<file path="src/rtl/bcd_pkg.sv">
// Shared BCD definitions: digit width, largest legal digit, FSM state type and
// the digit-valid check used by both the converter and the display splitter.
package bcd_pkg;

  localparam int          DIGIT_W = 4;
  localparam logic [3:0]  BCD_MAX = 4'd9;

  typedef enum logic [0:0] {
    IDLE = 1'b0,
    CONV = 1'b1
  } state_t;

  // A BCD digit is legal when it lies in 0..9.
  function automatic logic digit_valid(input logic [DIGIT_W-1:0] d);
    return (d <= BCD_MAX);
  endfunction

endpackage : bcd_pkg

</file>
<file path="src/rtl/bcd_to_bin_seq_mul10_add.sv">
// Combinational acc*10 + d built from two shifts and adds (no multiplier).
// The result wraps to W bits.
module mul10_add #(
  parameter int W = 16
) (
  input  logic [W-1:0] acc,
  input  logic [3:0]   d,
  output logic [W-1:0] y
);

  logic [W-1:0] d_ext_s;

  // Zero-extend the digit, then form (acc<<3) + (acc<<1) + d.
  always_comb begin
    d_ext_s = {{(W-4){1'b0}}, d};
    y       = (acc << 3) + (acc << 1) + d_ext_s;
  end

endmodule : mul10_add

</file>
<file path="src/rtl/bcd_to_bin_seq.sv">
// Sequential BCD-to-binary converter. Latches NDIGITS packed digits on start,
// then folds one digit per clock (MSD first) into acc = acc*10 + digit.
// total/err update together with a one-cycle done pulse; any digit > 9 forces
// total to 0 and raises err while keeping the same fixed latency.
module bcd_to_bin_seq
  import bcd_pkg::*;
#(
  parameter int NDIGITS = 4,
  parameter int W       = 16
) (
  input  logic                   clk,
  input  logic                   rst_n,
  input  logic                   start,
  input  logic [4*NDIGITS-1:0]   bcd_in,
  output logic                   busy,
  output logic                   done,
  output logic [W-1:0]           total,
  output logic                   err
);

  localparam int IDX_W = (NDIGITS > 1) ? $clog2(NDIGITS) : 1;

  state_t                 state_r;
  state_t                 state_nxt_s;
  logic                   load_s;
  logic                   step_s;
  logic                   finish_s;

  logic [4*NDIGITS-1:0]   dig_r;
  logic [W-1:0]           acc_r;
  logic [IDX_W-1:0]       idx_r;
  logic                   err_pend_r;
  logic [W-1:0]           total_r;
  logic                   err_r;
  logic                   done_r;
  logic                   busy_r;

  logic                   bad_in_s;
  logic [3:0]             cur_digit_s;
  logic [W-1:0]           mac_s;

  // Flag any illegal digit on the incoming word so it can be latched on start.
  always_comb begin
    bad_in_s = 1'b0;
    for (int i = 0; i < NDIGITS; i++) begin
      bad_in_s = bad_in_s | ~digit_valid(bcd_in[4*i +: 4]);
    end
  end

  // Select the latched digit addressed by the current index.
  always_comb begin
    cur_digit_s = 4'd0;
    for (int i = 0; i < NDIGITS; i++) begin
      if (idx_r == IDX_W'(i)) begin
        cur_digit_s = dig_r[4*i +: 4];
      end else begin
        cur_digit_s = cur_digit_s;
      end
    end
  end

  mul10_add #(.W(W)) u_mul10_add (
    .acc (acc_r),
    .d   (cur_digit_s),
    .y   (mac_s)
  );

  // FSM state register.
  always_ff @(posedge clk or negedge rst_n) begin
    if (!rst_n) begin
      state_r <= IDLE;
    end else begin
      state_r <= state_nxt_s;
    end
  end

  // Next-state and datapath strobes: load on accepted start, step every CONV
  // cycle, finish on the step that consumes digit 0.
  always_comb begin
    state_nxt_s = state_r;
    load_s      = 1'b0;
    step_s      = 1'b0;
    finish_s    = 1'b0;
    case (state_r)
      IDLE: begin
        if (start) begin
          load_s      = 1'b1;
          state_nxt_s = CONV;
        end else begin
          state_nxt_s = IDLE;
        end
      end
      CONV: begin
        step_s = 1'b1;
        if (idx_r == {IDX_W{1'b0}}) begin
          finish_s    = 1'b1;
          state_nxt_s = IDLE;
        end else begin
          state_nxt_s = CONV;
        end
      end
      default: begin
        state_nxt_s = IDLE;
      end
    endcase
  end

  // Digit latch, accumulator, index counter and registered outputs.
  always_ff @(posedge clk or negedge rst_n) begin
    if (!rst_n) begin
      dig_r      <= {(4*NDIGITS){1'b0}};
      acc_r      <= {W{1'b0}};
      idx_r      <= {IDX_W{1'b0}};
      err_pend_r <= 1'b0;
      total_r    <= {W{1'b0}};
      err_r      <= 1'b0;
      done_r     <= 1'b0;
      busy_r     <= 1'b0;
    end else begin
      done_r <= 1'b0;
      if (load_s) begin
        dig_r      <= bcd_in;
        acc_r      <= {W{1'b0}};
        idx_r      <= IDX_W'(NDIGITS - 1);
        err_pend_r <= bad_in_s;
        busy_r     <= 1'b1;
      end else if (step_s) begin
        acc_r <= mac_s;
        if (finish_s) begin
          total_r <= err_pend_r ? {W{1'b0}} : mac_s;
          err_r   <= err_pend_r;
          done_r  <= 1'b1;
          busy_r  <= 1'b0;
        end else begin
          idx_r <= idx_r - {{(IDX_W-1){1'b0}}, 1'b1};
        end
      end else begin
        acc_r <= acc_r;
      end
    end
  end

  assign busy  = busy_r;
  assign done  = done_r;
  assign total = total_r;
  assign err   = err_r;

endmodule : bcd_to_bin_seq

</file>
<file path="config.mk">
export PLATFORM = sky130hd
export DESIGN_NAME = bcd_to_bin_seq
export DESIGN_NICKNAME = d
export VERILOG_FILES = /design/src/rtl/bcd_pkg.sv /design/src/rtl/bcd_to_bin_seq_mul10_add.sv /design/src/rtl/bcd_to_bin_seq.sv
export SDC_FILE = /design/constraint.sdc
export NUM_CORES = 1
export LEC_CHECK = 0
export ABC_CLOCK_PERIOD_IN_PS = 6900
export CORE_ASPECT_RATIO = 0.8
export CORE_MARGIN = 3
export CORE_UTILIZATION = 23
export DETAILED_ROUTE_END_ITERATION = 10
export GPL_TIMING_DRIVEN = 0
export PLACE_DENSITY_LB_ADDON = 0.2
export SETUP_SLACK_MARGIN = 0.02
export SYNTH_ARGS = -nofsm -noshare
export SYNTH_HDL_FRONTEND = slang
export SYNTH_SLANG_ARGS = --single-unit
</file>
<file path="constraint.sdc">
create_clock -name clk -period 6.9 [get_ports clk]
set_input_delay 1.725 -clock clk [delete_from_list [all_inputs] [get_ports clk]]
set_output_delay 1.725 -clock clk [all_outputs]
set_load 0.02 [all_outputs]
</file>
### Cell classes on the final placement

Fill, decap, tap and diode cells in grey.
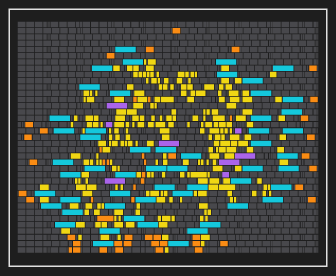
legend:
  purple:
    class: clock drivers and dummy loads
    cells: 8
    share_of_their_area: 4.1%
  cyan:
    class: registers
    cells: 54
    share_of_their_area: 36%
  orange:
    class: remaining buffers and delay cells
    cells: 51
    share_of_their_area: 12%
  yellow:
    class: remaining logic cells
    cells: 236
    share_of_their_area: 48%
post-layout util: 29.8%
Final Cell Area: 3920 µm²
placeable core area: 13100 µm²
Seq area share: 34.4%

### Drive-strength map

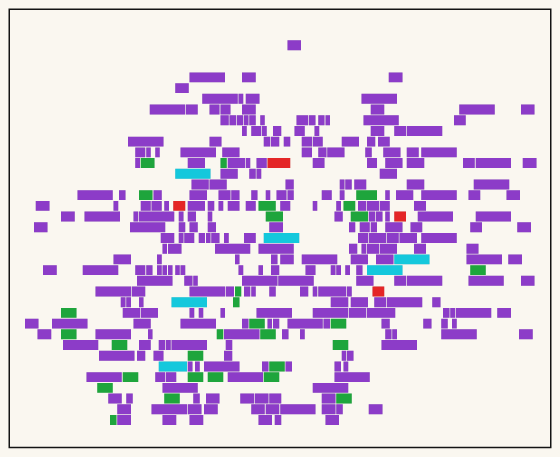
legend:
  purple:
    size: x1 and smaller
    cells: 310
    most_used: dfrtp_1
  cyan:
    size: x6 and larger
    cells: 6
    most_used: clkbuf_16
  green:
    size: x2
    cells: 29
    most_used: mux2_2
  red:
    size: x3 and x4
    cells: 4
    most_used: clkinv_4
count of plain and timing-repair buffers: 51
Setup WS post-layout: 3.04 ns
area delta synth->final: 23.9%

### Cell placement

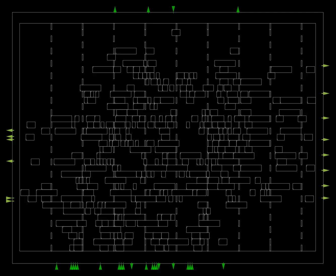
TAP cells: 175
row count: 37

==> impl_metrics.json <==
{
  "status": "finished clean",
  "pwr_density_cell_nw_per_um2": 576,
  "clk_path_buf_depth": 2,
  "worst-path-max-fanout": 5,
  "top_usage_layer": "met1",
  "simple_gate_area_share_pct": 11.8,
  "ys_seq_share_pct": 42.7,
  "synth_cells": 303,
  "routed_wl_mm": 8.11,
  "grtUsageMet3_pct": 2.31,
  "ys_chip_area_um2": 3170,
  "ctsHoldBuffers": 0,
  "grtUsageMet1_pct": 17.0,
  "wl_met3_um": 164,
  "p_seq_mw": 0.571,
  "met2RoutedLength_mm": 3.42,
  "first_iter_violations": 158,
  "dr.pass1.iters": 5,
  "whs_ns": 0.484,
  "yosys_cells": 303,
  "ant_nets": 0,
  "tightest_slew_ns": 0.623,
  "rr_endpoint": "total[10]$_DFFE_PN0P_"
}
